## src/rtl/adc_serial_rx.sv

```systemverilog
// adc_serial_rx: serial front end for ADC7476-style converters.
// Drives CS / SCLK, skips LEAD_BITS leading bits and shifts DATA_W bits
// MSB-first from CHANNELS parallel data lines that share CS and SCLK.
// Each completed frame is presented on a valid/ready port. Sticky overrun
// flags a frame that replaced one the consumer had not yet taken.

// Per-channel shift register: one instance per converter data line.
module adc_serial_rx_lane #(
  parameter int DATA_W = 12
) (
  input  logic              clk_i,
  input  logic              rst_i,
  input  logic              shift_i,
  input  logic              bit_i,
  output logic [DATA_W-1:0] word_o
);

  logic [DATA_W-1:0] word_q, word_d;

  // New bits enter at the LSB, so the first kept bit ends up as the MSB
  always_comb begin
    word_d = word_q;
    if (shift_i) word_d = {word_q[DATA_W-2:0], bit_i};
  end

  // Shift register state; reset discards any partial frame
  always_ff @(posedge clk_i) begin
    if (rst_i) word_q <= '0;
    else       word_q <= word_d;
  end

  assign word_o = word_q;

endmodule

module adc_serial_rx #(
  parameter int DATA_W    = 12,
  parameter int LEAD_BITS = 4,
  parameter int CHANNELS  = 1,
  parameter int CLK_DIV   = 4,
  parameter int QUIET_CYC = 2
) (
  input  logic                         clock_In,
  input  logic                         Reset,
  input  logic                         start,
  input  logic [CHANNELS-1:0]          data_ADC,
  output logic                         CS,
  output logic                         Clock_Muestreo,
  output logic [CHANNELS*DATA_W-1:0]   sample_data,
  output logic                         sample_valid,
  input  logic                         sample_ready,
  output logic                         done,
  output logic                         busy,
  output logic                         overrun
);

  // Captures per frame (leading + data bits) and quiet gap length in clocks
  localparam int TOTAL = LEAD_BITS + DATA_W;
  localparam int QLEN  = 2 * CLK_DIV * QUIET_CYC;
  localparam int DIV_W = $clog2(CLK_DIV + 1);
  localparam int BIT_W = $clog2(TOTAL + 1);
  localparam int Q_W   = $clog2(QLEN + 1);

  localparam logic [1:0] S_IDLE  = 2'd0;
  localparam logic [1:0] S_CONV  = 2'd1;
  localparam logic [1:0] S_QUIET = 2'd2;

  logic [1:0]       state_q, state_d;
  logic [DIV_W-1:0] div_q,   div_d;
  logic [BIT_W-1:0] bit_q,   bit_d;
  logic [Q_W-1:0]   qcnt_q,  qcnt_d;
  logic             cs_q,    cs_d;
  logic             sclk_q,  sclk_d;
  logic             valid_q, valid_d;
  logic             done_q,  done_d;
  logic             ovr_q,   ovr_d;
  logic [CHANNELS-1:0][DATA_W-1:0] data_q, data_d;
  logic [CHANNELS-1:0][DATA_W-1:0] lane_word;

  logic shift_en;
  logic load;

  // One shift register per converter line, all stepped by the shared capture strobe
  for (genvar g = 0; g < CHANNELS; g++) begin : g_lane
    adc_serial_rx_lane #(.DATA_W(DATA_W)) u_lane (
      .clk_i   (clock_In),
      .rst_i   (Reset),
      .shift_i (shift_en),
      .bit_i   (data_ADC[g]),
      .word_o  (lane_word[g])
    );
  end

  // Sequencer: CS/SCLK generation, capture strobes, frame completion and quiet gap.
  // bit_q counts SCLK rising edges; reaching TOTAL means the last capture has
  // happened and the following edge publishes the frame.
  always_comb begin
    state_d  = state_q;
    div_d    = div_q;
    bit_d    = bit_q;
    qcnt_d   = qcnt_q;
    cs_d     = cs_q;
    sclk_d   = sclk_q;
    shift_en = 1'b0;
    load     = 1'b0;
    case (state_q)
      S_IDLE: begin
        if (start) begin
          state_d = S_CONV;
          cs_d    = 1'b0;
          sclk_d  = 1'b1;
          div_d   = '0;
          bit_d   = '0;
        end
      end
      S_CONV: begin
        if (bit_q == BIT_W'(TOTAL)) begin
          load    = 1'b1;
          state_d = S_QUIET;
          cs_d    = 1'b1;
          sclk_d  = 1'b1;
          div_d   = '0;
          qcnt_d  = '0;
        end else if (div_q == DIV_W'(CLK_DIV - 1)) begin
          div_d  = '0;
          sclk_d = ~sclk_q;
          // SCLK going 0->1: sample every line, drop the leading bits
          if (!sclk_q) begin
            bit_d    = bit_q + BIT_W'(1);
            shift_en = (bit_q >= BIT_W'(LEAD_BITS));
          end
        end else begin
          div_d = div_q + DIV_W'(1);
        end
      end
      S_QUIET: begin
        if (qcnt_q == Q_W'(QLEN - 1)) begin
          qcnt_d = '0;
          if (start) begin
            state_d = S_CONV;
            cs_d    = 1'b0;
            sclk_d  = 1'b1;
            div_d   = '0;
            bit_d   = '0;
          end else begin
            state_d = S_IDLE;
          end
        end else begin
          qcnt_d = qcnt_q + Q_W'(1);
        end
      end
      default: begin
        state_d = S_IDLE;
        cs_d    = 1'b1;
        sclk_d  = 1'b1;
      end
    endcase
  end

  // Output port: a new frame always wins over a same-cycle transfer and keeps
  // valid high; replacing an untaken frame raises the sticky overrun flag
  always_comb begin
    data_d  = data_q;
    valid_d = valid_q;
    done_d  = 1'b0;
    ovr_d   = ovr_q;
    if (load) begin
      data_d  = lane_word;
      valid_d = 1'b1;
      done_d  = 1'b1;
      if (valid_q && !sample_ready) ovr_d = 1'b1;
    end else if (valid_q && sample_ready) begin
      valid_d = 1'b0;
    end
  end

  // State registers; reset abandons any frame in progress
  always_ff @(posedge clock_In) begin
    if (Reset) begin
      state_q <= S_IDLE;
      div_q   <= '0;
      bit_q   <= '0;
      qcnt_q  <= '0;
      cs_q    <= 1'b1;
      sclk_q  <= 1'b1;
      data_q  <= '0;
      valid_q <= 1'b0;
      done_q  <= 1'b0;
      ovr_q   <= 1'b0;
    end else begin
      state_q <= state_d;
      div_q   <= div_d;
      bit_q   <= bit_d;
      qcnt_q  <= qcnt_d;
      cs_q    <= cs_d;
      sclk_q  <= sclk_d;
      data_q  <= data_d;
      valid_q <= valid_d;
      done_q  <= done_d;
      ovr_q   <= ovr_d;
    end
  end

  assign CS             = cs_q;
  assign Clock_Muestreo = sclk_q;
  assign sample_data    = data_q;
  assign sample_valid   = valid_q;
  assign done           = done_q;
  assign busy           = (state_q != S_IDLE);
  assign overrun        = ovr_q;

endmodule

```

## config.mk

```make
export PLATFORM = sky130hd
export DESIGN_NAME = adc_serial_rx
export DESIGN_NICKNAME = d
export VERILOG_FILES = /design/src/rtl/adc_serial_rx.sv
export SDC_FILE = /design/constraint.sdc
export NUM_CORES = 1
export LEC_CHECK = 0
export ABC_AREA = 0
export CAP_MARGIN = 20
export CORE_MARGIN = 2
export CORE_UTILIZATION = 35
export DETAILED_ROUTE_END_ITERATION = 10
export PLACE_DENSITY = 0.64
export SYNTH_ARGS = -nofsm -noshare
export SYNTH_HDL_FRONTEND = slang
export SYNTH_SLANG_ARGS = --single-unit
```

## constraint.sdc

```tcl
create_clock -name clock_In -period 4.85 [get_ports clock_In]
set_input_delay 0.7275 -clock clock_In [delete_from_list [all_inputs] [get_ports clock_In]]
set_output_delay 0.7275 -clock clock_In [all_outputs]
set_load 0.05 [all_outputs]
```

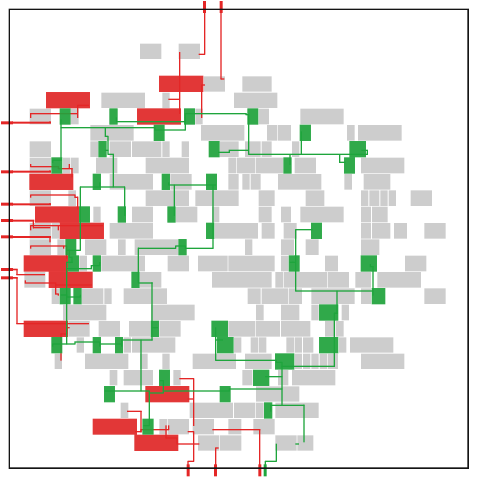
port_trees.png
Drawn at 6 px/um.
Key: Reset = green [bits 1, direction input, edge bottom, end cells 45, buffers 2, wire 384 um]; sample_data = red [bits 12, direction output, edge 7 left, 3 bottom, 2 top, end cells 12, buffers 12, wire 229 um]

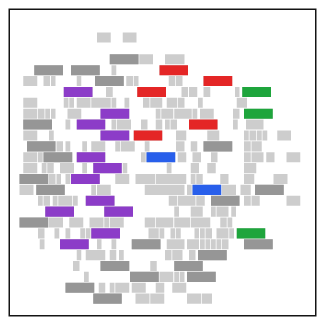
ff_map.png
Drawn at 4 px/um.
Key: state_q = blue [flops 2]; div_q = green [flops 3]; g_lane.u_lane.word_o = purple [flops 12, where middle left]; qcnt_q = red [flops 5, where top centre]
Another 22 sequential cells are not coloured.

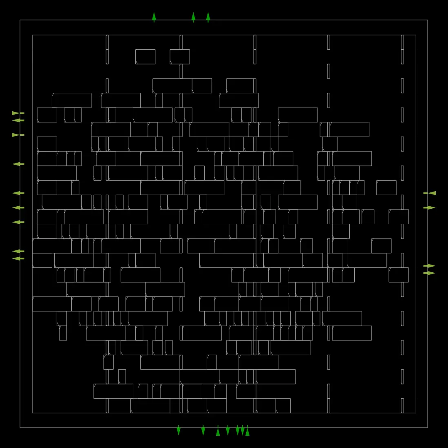
placed.png
core area: 5070 um2
TAP cells: 70
# fillers: 533
Non-Filler Instances: 297
flop count: 44

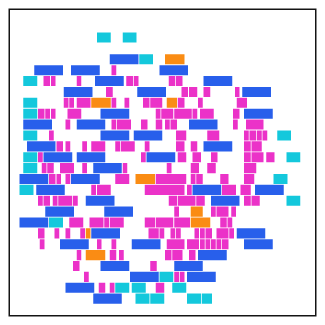
class_map.png
Drawn at 4 px/um.
Key: remaining logic cells = magenta [cells 152, share of their area 43%]; remaining buffers and delay cells = cyan [cells 23, share of their area 11%]; clock drivers and dummy loads = orange [cells 8, share of their area 4.2%]; sequential cells = blue [cells 44, share of their area 42%]

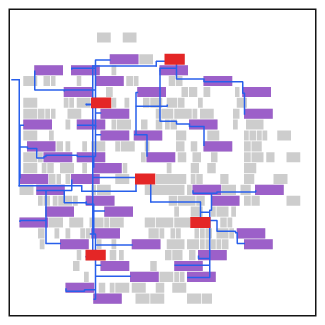
clock_wires.png
Drawn at 4 px/um.
Key: clock-net drivers = red [count 5]; flip-flops = purple [count 44]; clock wires = blue [length 549 um]
Position of the flops: spread over the die. There are 6 routed clock nets.

==> job_summary.md <==
## Implementation flow summary

| Metric | Value |
|---|---|
| Final setup vio count | 0 |
| Critical path's slowest cell | clkdlybuf4s50_1 |
| Die height | 76.2 um |
| Root Buffer | clkbuf_8 |
| Gate Count Post-Synth | 205 |
| DRC errors left | 0 |
| Row count | 26 |
| Top cells by area | dfxtp_1, nand2_1, mux2i_1 |
| Crit-path max cell delay | 880 ps |
| OpenROAD warning count | 27 |
| Int Power | around 480 uW |
| Min-Delay Path Class | register to register |
| Yosys Instances | between 200 and 250 |
| Initial antenna violation count | 0 |
| Crit path cell chain | clkdlybuf4s50_1 |
| Worst-Margin Slew | 1040 ps |
| Synthesized area | 1830 um2 |
| Switching share of power | 0.242 |
| Clock sinks | around 44 |
| Hold Fails Final Rpt | 0 |
| Vias | 1434 |
| First drt pass iteration count | 4 |
| Sw power | 152 uW |
| Tcrit/Tclk final | 0.507 |
| Seq cells post-synth | 44 |
| Post-synthesis sequential area ratio | 0.482 |
| Total congestion overflow | 0 |
| CP Launch Point | Clock_Muestreo$_SDFFE_PP1P_ |
| Crit path kind | register to output port |
| H-tree levels | 2 |
| RSZ-0062 raised after global routing | false |
| Synthesis area per yosys | 1830 um2 |
| Warnings from Yosys | 0 |
| Clock buffer depth | 2 |
| Async S/R FF share, synth | 0 |
| Initial core utilization | 0.360 |
| Die X | roughly 76 um |
| Worst skew pair latency | 300 ps |
| Hold-fix buffers, CTS | 0 |
| Status | finished clean |
| Startpoint Class | register |
| Buffers and inverters on the worst path | 1 |
| Lkg Pwr | 0.704 nW |
| Ports | 23 |
| Slew Limit Fails | 0 |
| FF-to-FF Start | bit_q[0]$_SDFFE_PP0P_ |
| Max-slew headroom | 0.306 |
| CTS tree | yes |
| Reg2Reg Setup Slack | 2560 ps |
| Vias/cell | 4.83 |
| Achievable clock frequency | 407 MHz |
| Period minus WS final | 2460 ps |
| Netlist cell types | 38 |
| Detailed Place HPWL | 2270 um |
| Top cell area share | 0.482 |
| Clock power frac | 0.367 |
| Post-CTS sizing | 0 |
| Largest net degree at the start of global routing | ~46 |
| Combinational Power Share | 0.052 |
| GRT Total Usage | 0.128 |
| # Max-Cap Violations | 0 |
| Critical path peak fanout | 6 |
| Min-delay src | qcnt_q[4]$_SDFFE_PP0P_ |
| Worst clock skew | 5.72 ps |
| Fin util | 0.429 |
| Die area | 5810 um2 |
| Num CTS Buffers | 5 |
| Synth-to-layout area growth | 19.3% |
| Cell family contributing the most delay on the critical path | buffers and inverters |
| Flip-flops with a built-in enable | 0 |
==> cell usage after synthesis (all sizes together), types with 2 or more instances <==
master and number:
inv 4, nor2 28, a21oi 21, nor3 7, nand2b 7, nand3 5
a311oi 2, nand2 35, mux2i 13, o21a 2, a211oi 2, ha 4
buf 4, o21ai 3, dfxtp 44, clkbuf 5
==> metal layers <==
metal / share of wire / track usage / vias up
met5: 0 / 0 / -
met4: 0.022 / 0.0655 / 0
met3: 0.037 / 0.0403 / 6
met2: 0.43 / 0.194 / 21
met1: 0.51 / 0.163 / 665
li1: - / - / 742
==> layout by cell type (no fill, tap or decap), types with 2 or more instances in the layout <==
master           count
a21oi_1             21
nand3_1              5
nor2_1              28
ha_1                 4
nand2b_1             6
a211oi_1             2
clkbuf_8             5
nand2_1             35
inv_1                4
mux2i_1             13
dfxtp_1             44
o21a_1               2
clkdlybuf4s50_1     22
o21ai_0              3
nor3_1               6
a311oi_1             2
==> metrics by stage <==
step	std cells	hold WS, ps	cell area, um2	setup slack (ps)
finish	297	456	2180	2390
global placement	289	444	2090	2630
CTS	297	461	2180	2380
floorplan	205	428	1830	3060
detailed placement	289	446	2090	2580
global route	297	477	2180	2330
==> power groups by stage <==
stage / Clock (mW) / Sequential (mW) / Combinational (mW)
after floorplan: 0 / 0.377 / 0.0219
after global placement: 0 / 0.375 / 0.0331
after detailed placement: 0 / 0.375 / 0.0329
after CTS: 0.238 / 0.366 / 0.0330
after global routing: 0.254 / 0.367 / 0.0357
final: 0.231 / 0.366 / 0.0328
==> kinds of logic (layout without fill, tap and decap cells) <==
family                     after synthesis  count (layout)  share of synthesized area
muxes                                   13              13                     0.0712
xor gates and xnor gates                 1               1                    0.00480
AOI/OAI and AO/OA                       36              36                      0.129
buffers and inverters                   13              35                     0.0363
and+or+nand+nor                         94              94                      0.249
adders and majority gates                4               4                     0.0274
DFF                                     44              44                      0.482
==> area by class of cell <==
class | instances | area (um2)
inverters | 4 | 15.0
repair buffers | 23 | 228
clock inverters | 2 | 16.3
flip-flops and latches | 44 | 881
clock buffers | 6 | 72.6
fillers | 533 | 2900
well taps | 70 | 87.6
multi-input cells | 148 | 880
==> path summary, 6_finish.rpt <==
path                                                   to  cells past startpoint
setup / recovery                           Clock_Muestreo                      1
hold / removal                     qcnt_q[4]$_SDFFE_PP0P_                      2
setup reg to reg  g_lane[0].u_lane.word_o[9]$_SDFFE_PP0P_                      6
hold reg to reg                    qcnt_q[4]$_SDFFE_PP0P_                      2
==> state kept, by name, summed over array words and instances, names as in the netlist <==
| register | flops |
|---|---|
| qcnt_q | 5 |
| state_q | 2 |
| div_q | 3 |
| bit_q | 5 |
| sample_data | 12 |
| CS | 1 |
| Clock_Muestreo | 1 |
| overrun | 1 |
| sample_valid | 1 |
| g_lane.u_lane.word_o | 12 |
| done | 1 |
Power and IR drop assume default switching activity.
